**config.mk**
```make
export PLATFORM = sky130hd
export DESIGN_NAME = player_life_ctrl
export DESIGN_NICKNAME = d
export VERILOG_FILES = /design/src/rtl/player_life_ctrl_pkg.sv /design/src/rtl/frame_countdown.sv /design/src/rtl/player_life_ctrl.sv
export SDC_FILE = /design/constraint.sdc
export NUM_CORES = 1
export LEC_CHECK = 0
export ABC_AREA = 0
export ABC_CLOCK_PERIOD_IN_PS = 2200
export CAP_MARGIN = 20
export CELL_PAD_IN_SITES_DETAIL_PLACEMENT = 1
export CELL_PAD_IN_SITES_GLOBAL_PLACEMENT = 1
export CORE_MARGIN = 8
export CORE_UTILIZATION = 37
export DETAILED_ROUTE_END_ITERATION = 6
export DONT_BUFFER_PORTS = 1
export MAX_ROUTING_LAYER = met4
export PLACE_DENSITY_LB_ADDON = 0.1
export SETUP_SLACK_MARGIN = 0.02
export SYNTH_ARGS = -nofsm -noshare
export SYNTH_HDL_FRONTEND = slang
export SYNTH_SLANG_ARGS = --single-unit
```
**constraint.sdc**
```tcl
create_clock -name clk -period 2.2 [get_ports clk]
set_clock_uncertainty 0.05 [all_clocks]
set_input_delay 0.55 -clock clk [delete_from_list [all_inputs] [get_ports clk]]
set_output_delay 0.55 -clock clk [all_outputs]
set_load 0.02 [all_outputs]
```
**src/rtl/player_life_ctrl_pkg.sv**
```systemverilog
// Shared definitions for the player life/invincibility manager: state
// encodings, default parameters and a counter-width helper.
package player_life_ctrl_pkg;

  localparam int unsigned LIVES_W          = 3;
  localparam int unsigned DEF_INIT_LIVES   = 3;
  localparam int unsigned DEF_INV_FRAMES   = 120;
  localparam int unsigned DEF_BLINK_FRAMES = 8;

  typedef enum logic [1:0] {
    ST_IDLE       = 2'd0,
    ST_ALIVE      = 2'd1,
    ST_INVINCIBLE = 2'd2,
    ST_DEAD       = 2'd3
  } life_state_t;

  // Bits needed to hold values 0..max_val, never less than one.
  function automatic int unsigned cnt_width(input int unsigned max_val);
    int unsigned w;
    w = $clog2(max_val + 1);
    return (w < 1) ? 1 : w;
  endfunction

endpackage

```
**src/rtl/frame_countdown.sv**
```systemverilog
// Loadable down-counter advanced by frame ticks; done_o flags the tick
// that takes the count from 1 to 0.
module frame_countdown #(
  parameter int unsigned W = 8
) (
  input  logic         clk,
  input  logic         rst,
  input  logic         clear_i,
  input  logic         load_i,
  input  logic [W-1:0] load_val_i,
  input  logic         tick_i,
  output logic         done_o
);

  logic [W-1:0] cnt_q, cnt_d;

  always_comb begin
    done_o = tick_i && (cnt_q == W'(1));
    cnt_d  = cnt_q;
    if (clear_i) begin
      cnt_d = '0;
    end else if (load_i) begin
      cnt_d = load_val_i;
    end else if (tick_i && (cnt_q != '0)) begin
      cnt_d = cnt_q - W'(1);
    end
  end

  always_ff @(posedge clk or negedge rst) begin
    if (!rst) begin
      cnt_q <= '0;
    end else begin
      cnt_q <= cnt_d;
    end
  end

endmodule

```
**src/rtl/player_life_ctrl.sv**
```systemverilog
// Player life and invincibility manager: turns the collision level into
// single hits, counts lives, runs the blinking post-hit window, flags game over.
module player_life_ctrl
  import player_life_ctrl_pkg::*;
#(
  parameter int unsigned INIT_LIVES   = DEF_INIT_LIVES,
  parameter int unsigned INV_FRAMES   = DEF_INV_FRAMES,
  parameter int unsigned BLINK_FRAMES = DEF_BLINK_FRAMES
) (
  input  logic               clk,
  input  logic               rst,
  input  logic               frame_tick,
  input  logic               game_start,
  input  logic               collision,
  output logic [LIVES_W-1:0] lives,
  output logic               invincible,
  output logic               player_visible,
  output logic               hit_pulse,
  output logic               game_over
);

  localparam int unsigned        INV_W      = cnt_width(INV_FRAMES);
  localparam int unsigned        BLINK_W    = cnt_width(BLINK_FRAMES);
  localparam logic [LIVES_W-1:0] LIVES_INIT = LIVES_W'(INIT_LIVES);
  localparam logic [INV_W-1:0]   INV_LOAD   = INV_W'(INV_FRAMES);
  localparam logic [BLINK_W-1:0] BLINK_LOAD = BLINK_W'(BLINK_FRAMES);

  life_state_t        state_q;
  logic [LIVES_W-1:0] lives_q;
  logic               inv_q, vis_q, hit_q, over_q;

  logic tick_inv, hit, inv_load, inv_done, blink_done, blink_load, blink_clear;

  // Ticks only count while already invincible, so a tick in the hit cycle is dropped.
  always_comb begin
    tick_inv    = (state_q == ST_INVINCIBLE) && frame_tick && !game_start;
    hit         = (state_q == ST_ALIVE) && collision && !game_start;
    inv_load    = hit && (lives_q > LIVES_W'(1));
    blink_load  = inv_load || blink_done;
    blink_clear = game_start || inv_done;
  end

  frame_countdown #(.W(INV_W)) u_inv_cnt (
    .clk       (clk),
    .rst       (rst),
    .clear_i   (game_start),
    .load_i    (inv_load),
    .load_val_i(INV_LOAD),
    .tick_i    (tick_inv),
    .done_o    (inv_done)
  );

  frame_countdown #(.W(BLINK_W)) u_blink_cnt (
    .clk       (clk),
    .rst       (rst),
    .clear_i   (blink_clear),
    .load_i    (blink_load),
    .load_val_i(BLINK_LOAD),
    .tick_i    (tick_inv),
    .done_o    (blink_done)
  );

  always_ff @(posedge clk or negedge rst) begin
    if (!rst) begin
      state_q <= ST_IDLE;
      lives_q <= LIVES_INIT;
      inv_q   <= 1'b0;
      vis_q   <= 1'b1;
      hit_q   <= 1'b0;
      over_q  <= 1'b0;
    end else begin
      hit_q <= 1'b0;
      if (game_start) begin
        state_q <= ST_ALIVE;
        lives_q <= LIVES_INIT;
        inv_q   <= 1'b0;
        vis_q   <= 1'b1;
        over_q  <= 1'b0;
      end else begin
        case (state_q)
          ST_ALIVE: begin
            if (hit) begin
              hit_q <= 1'b1;
              if (lives_q > LIVES_W'(1)) begin
                lives_q <= lives_q - LIVES_W'(1);
                state_q <= ST_INVINCIBLE;
                inv_q   <= 1'b1;
              end else begin
                lives_q <= '0;
                state_q <= ST_DEAD;
                over_q  <= 1'b1;
                vis_q   <= 1'b0;
              end
            end
          end
          // Window exit wins over a coincident blink toggle.
          ST_INVINCIBLE: begin
            if (inv_done) begin
              state_q <= ST_ALIVE;
              inv_q   <= 1'b0;
              vis_q   <= 1'b1;
            end else if (blink_done) begin
              vis_q <= ~vis_q;
            end
          end
          default: ;
        endcase
      end
    end
  end

  assign lives          = lives_q;
  assign invincible     = inv_q;
  assign player_visible = vis_q;
  assign hit_pulse      = hit_q;
  assign game_over      = over_q;

endmodule

```
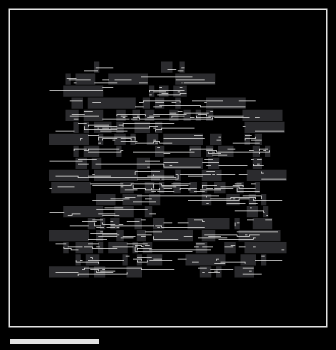
Run 1: met1 routing
Bar = 20 µm. Cells faint in the background.
main direction: horizontal
share of all routed wire: 44%

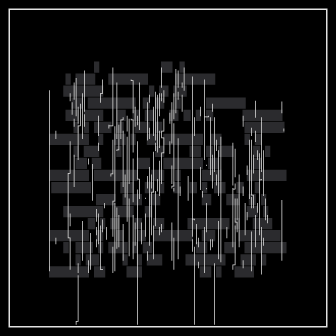
Run 1: metal 2
Cells faint in the background.
share of all routed wire: 49%
wire length on this layer: 1240 µm
longest straight run: 40.8 µm
nets with wire on the layer: 115
main direction: vertical

==> out/results.ini, run 1 <==
[global_route]
grt_pass1_wl_mm = 4.68
grt_pass1_vias = 948
grt.total_usage_pct = 11.8

[worst_setup_path]
crit_buf_inv = 0
critPathMaxFanout = 8
slowest_delay_ps = 510
worst-setup-path-type = reg2reg
arrival_ps = 2080
r2r-start = state_q[1]$_DFFE_PN0P_

[layout]
stdcell_count = 157
drive_gt1_share_pct = 17.7
fillers = 338

[pwr]
power_leakage_nw = 0.556
power_frac_clock_pct = 33.7
vdd_drop_max_mv = 0.403

[synthesis]
syn_inst = 115
yosysChipArea_um2 = 1130
ys_cells = 115
syn_avg_cell_area_um2 = 9.87
synth_area_um2 = 1130
synth_async_sr_flop_share_pct = 100
fp_nets = 127

[sta]
period_minus_slack_ps = 1890
finalSetupViolCount = 0
tightestPinTransition_ps = 916
setup_tns_ps = 0
finalHoldViolCount = 0

[clock_tree]
path_clk_slew_ps = 120
cts_buffers = 3
insertion_delay_ps = 310

[run]
drv_cap = 0

[detailed_routing]
ant_nets = 0
remaining_drc_errors = 0

[worst_hold_path]
hold_class = in2reg

[floorplanning]
io_pins = 12
chipArea_um2 = 5100

[place]
place_congestion = 0.805

[outcome]
outcome = completed

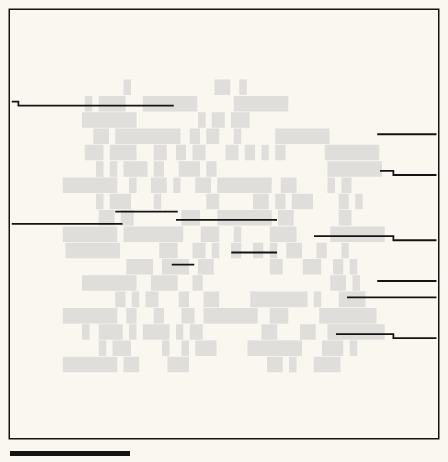
Run 1: signal wires on met3
Bar = 20 µm. Cells faint in the background.
nets with wire on the layer: 10
share of all routed wire: 6.5%
main direction: horizontal

-- run 1: registers in the layout (all words and copies together) (netlist names) --
name / count
u_blink_cnt.cnt_q: 4
u_inv_cnt.cnt_q: 7
lives: 3
player_visible: 1
hit_pulse: 1
state_q: 2
game_over: 1
invincible: 1
-- run 1: layer usage --
metal	vias to the layer above	track usage, %	part of all wire [%]
li1	425	-	-
met1	426	12.9	44
met2	14	18.9	49
met3	2	4.88	6.4
met4	0	3.93	1.0
met5	-	-	0
-- run 1: layout make-up --
type / count / share of cell area, %
sequential: 20 / 39.6
tap: 33 / 3.24
clock buffer: 3 / 1.77
clock inverter: 1 / 2.36
inverter: 9 / 2.65
timing repair buffer: 6 / 3.74
multi-input combinational: 85 / 46.6
-- run 1: power groups by stage --
stage	sequential (mW)	clock [mW]	combinational (mW)
final	0.442	0.300	0.149
after global routing	0.448	0.327	0.170
after CTS	0.443	0.315	0.151
after detailed placement	0.449	0	0.142
after global placement	0.448	0	0.140
after floorplan	0.443	0	0.0937
-- run 1: path summary, 6_finish.rpt --
kind,end,depth (start not counted)
worst min-delay path,u_inv_cnt.cnt_q[5]$_DFFE_PN0P_,1
worst min register to register,u_inv_cnt.cnt_q[6]$_DFFE_PN0P_,2
min in group asynchronous,u_blink_cnt.cnt_q[3]$_DFFE_PN0P_,1
max in group asynchronous,u_inv_cnt.cnt_q[3]$_DFFE_PN0P_,1
worst max-delay path,u_inv_cnt.cnt_q[5]$_DFFE_PN0P_,4
worst max register to register,u_inv_cnt.cnt_q[5]$_DFFE_PN0P_,4
-- run 1: cell usage after synthesis, drive strengths merged (3+ instances only) --
cell type  number  area (µm²)
nor2           15        56.3
mux2i           3        30.0
dfstp           3        78.8
o21ai           5        25.0
dfrtp          17         425
nand2           6        22.5
inv             9        33.8
a21oi           9        45.0
ha              7        87.6
-- run 1: what timing repair did --
action / in CTS / in global routing
endpoints found under the setup margin: 0 / 0
hold buffers: 1 / 0
endpoints found under the hold margin: 20 / 0
-- run 1: logic make-up (layout without fill, tap and decap cells) --
kind of cell,after synthesis,in the layout,synth area share (%)
buffers and inverters,10,19,3.31
AOI/OAI and AO/OA,27,27,15.2
adders and majority gates,7,7,7.72
xor gates and xnor gates,2,2,1.54
DFF,20,20,44.4
muxes,4,4,3.64
and+or+nand+nor,45,45,24.1
-- run 1: per-stage QoR --
step	instance area [µm²]	total power, mW	hold WS, ps	utilization [%]
final	1270	0.891	228	42.7
after detailed placement	1210	0.591	205	40.6
after floorplan	1130	0.536	204	-
after global routing	1270	0.946	207	42.7
after global placement	1210	0.588	205	40.6
after CTS	1270	0.909	213	42.7
==> run 2, diff against run 1 <==
--- a/config.mk
+++ b/config.mk
@@ -17,6 +17,7 @@
 export MAX_ROUTING_LAYER = met4
 export PLACE_DENSITY_LB_ADDON = 0.1
 export SETUP_SLACK_MARGIN = 0.02
+export SLEW_MARGIN = 20
 export SYNTH_ARGS = -nofsm -noshare
 export SYNTH_HDL_FRONTEND = slang
 export SYNTH_SLANG_ARGS = --single-unit
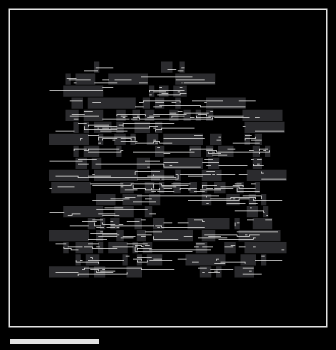
Run 2: met1 routing
Bar = 20 µm. Cells faint in the background.
longest straight run: 22.1 µm
nets with wire on the layer: 128
met1 Usage GRT: 12.9%
final WL: 2.55 mm

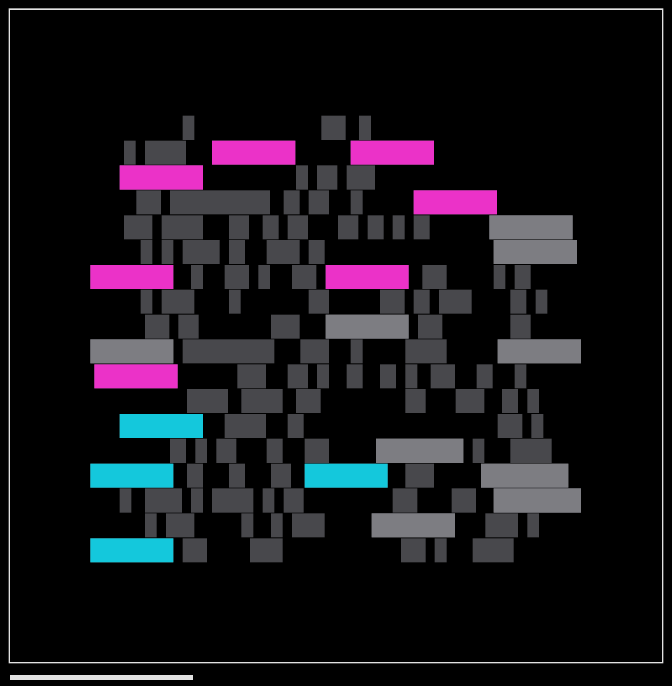
Run 2: hierarchy map of the flops
Bar = 20 µm.
legend:
  u_inv_cnt:
    color: magenta
    placed_flops: 7
  u_blink_cnt:
    color: cyan
    placed_flops: 4
not colored: 9

==> run 2 against run 1 <==
- first-iteration DRC count is the same
- total power did not move
- non-clock buffer count stayed put
- routed wire length stayed put
- global-route usage unchanged
- synthesized area unchanged
- via count unchanged
- worst setup slack stayed put
- register-to-register slack barely moved
- die area unchanged
- synthesized cell count stayed put
- sequential cell count stayed put
==> out/results.ini, run 2 <==
[worst_setup_path]
r2r-start = state_q[1]$_DFFE_PN0P_
slowest_delay_ps = 510  ; about the same
r2r_end = u_inv_cnt.cnt_q[5]$_DFFE_PN0P_
critPathMaxFanout = 8  ; unchanged
ff2ff_path_depth = 4  ; unchanged
arrival_ps = 2080  ; about the same

[sta]
tightestPinTransition_ps = 916  ; unchanged
hold_ws_ps = 228  ; unchanged
setup_tns_ps = 0  ; unchanged
period_minus_slack_ps = 1890  ; unchanged
finalHoldViolCount = 0  ; unchanged
finalSetupViolCount = 0  ; unchanged

[pwr]
p_total_mw = 0.891  ; unchanged
vdd_drop_max_mv = 0.403  ; unchanged

[detailed_routing]
ant_nets = 0  ; unchanged
remaining_drc_errors = 0  ; unchanged

[layout]
largest_reg_flops = 7  ; unchanged
postLayoutCellArea_um2 = 1270  ; unchanged
stdcell_count = 157  ; unchanged
drive_gt1_share_pct = 17.7  ; unchanged

[clock_tree]
insertion_delay_ps = 310  ; about the same
path_clk_slew_ps = 120  ; about the same
cts_buffers = 3  ; unchanged

[worst_hold_path]
hold-path-cell-count = 1  ; unchanged
min_to = u_inv_cnt.cnt_q[5]$_DFFE_PN0P_
hold_class = in2reg

[global_route]
grt_pass1_vias = 948  ; unchanged
grt.total_usage_pct = 11.8  ; unchanged

[synthesis]
yosysChipArea_um2 = 1130  ; unchanged
synth_area_um2 = 1130  ; unchanged
ys_cells = 115  ; unchanged
common_cells = 17 x dfrtp_1, 15 x nor2_1, 9 x a21oi_1, 9 x inv_1, 7 x ha_1
synth_async_sr_flop_share_pct = 100  ; unchanged
syn_inst = 115  ; unchanged
area_leaders = dfrtp_1 37%, ha_1 7.7%, dfstp_2 6.9%
syn_avg_cell_area_um2 = 9.87  ; unchanged

[floorplanning]
io_pins = 12  ; unchanged
chipArea_um2 = 5100  ; unchanged

[outcome]
outcome = completed

[place]
place_congestion = 0.805  ; unchanged

[run]
drv_cap = 0  ; unchanged

-- run 2: cell counts after synthesis --
Identical to the previous run, type by type.
-- run 2: cell families (layout without fill, tap and decap cells) --
| family | Yosys count | in the layout | synth area share [%] |
|---|---|---|---|
| adders and majority gates | 7 | 7 | 7.72 |
| muxes | 4 | 4 | 3.64 |
| and+or+nand+nor | 45 | 45 | 24.1 |
| DFF | 20 | 20 | 44.4 |
| xor gates and xnor gates | 2 | 2 | 1.54 |
| AOI/OAI and AO/OA | 27 | 27 | 15.2 |
| buffers and inverters | 10 | 19 | 3.31 |
-- run 2: critical path, delay by kind of cell, from the launching register on --
kind,cells,cell delay (ps)
AND-OR/OR-AND,1,170
AND/OR/NAND/NOR,3,1090
flip-flops,1,510
-- run 2: layout make-up --
cell class,instances,area (µm²)
Fill cell,338,1710
Multi-Input combinational cell,85,593
Sequential cell,20,504
Timing Repair Buffer,6,47.5
Tap cell,33,41.3
Inverter,9,33.8
Clock inverter,1,30.0
Clock buffer,3,22.5
-- run 2: metal layers --
layer | GRT usage [%] | part of all wire [%]
met1 | 12.9 | 44
met2 | 18.9 | 49
met3 | 4.88 | 6.4
met4 | 3.93 | 1.0
met5 | - | 0
-- run 2: where the power goes --
part / switching (mW) / internal (mW) / leakage (nW) / total (mW)
Clock: 0.116 / 0.184 / 0.0279 / 0.300
Sequential: 0.0430 / 0.399 / 0.260 / 0.442
Combinational: 0.0789 / 0.0697 / 0.269 / 0.149
Total: 0.238 / 0.653 / 0.556 / 0.891
-- run 2: what timing repair did --
| item | CTS | global route |
|---|---|---|
| hold endpoints to repair | 20 | 0 |
| buffers inserted | 0 | 0 |
| hold buffers | 1 | 0 |
-- run 2: how the worst max path moves through the flow --
stage | startpoint | end | slack, ps | cells after the start
floorplan | game_start | u_inv_cnt.cnt_q[5]$_DFFE_PN0P_ | 270 | 4
finish | state_q[1]$_DFFE_PN0P_ | u_inv_cnt.cnt_q[5]$_DFFE_PN0P_ | 310 | 4
CTS | lives[1]$_DFFE_PN1P_ | lives[2]$_DFFE_PN0P_ | 310 | 6
global route | lives[1]$_DFFE_PN1P_ | lives[2]$_DFFE_PN0P_ | 190 | 6
global placement | game_start | u_inv_cnt.cnt_q[5]$_DFFE_PN0P_ | 230 | 4
detailed placement | game_start | u_inv_cnt.cnt_q[5]$_DFFE_PN0P_ | 210 | 4
No activity file was given, so power comes from the tool's default toggle rates.
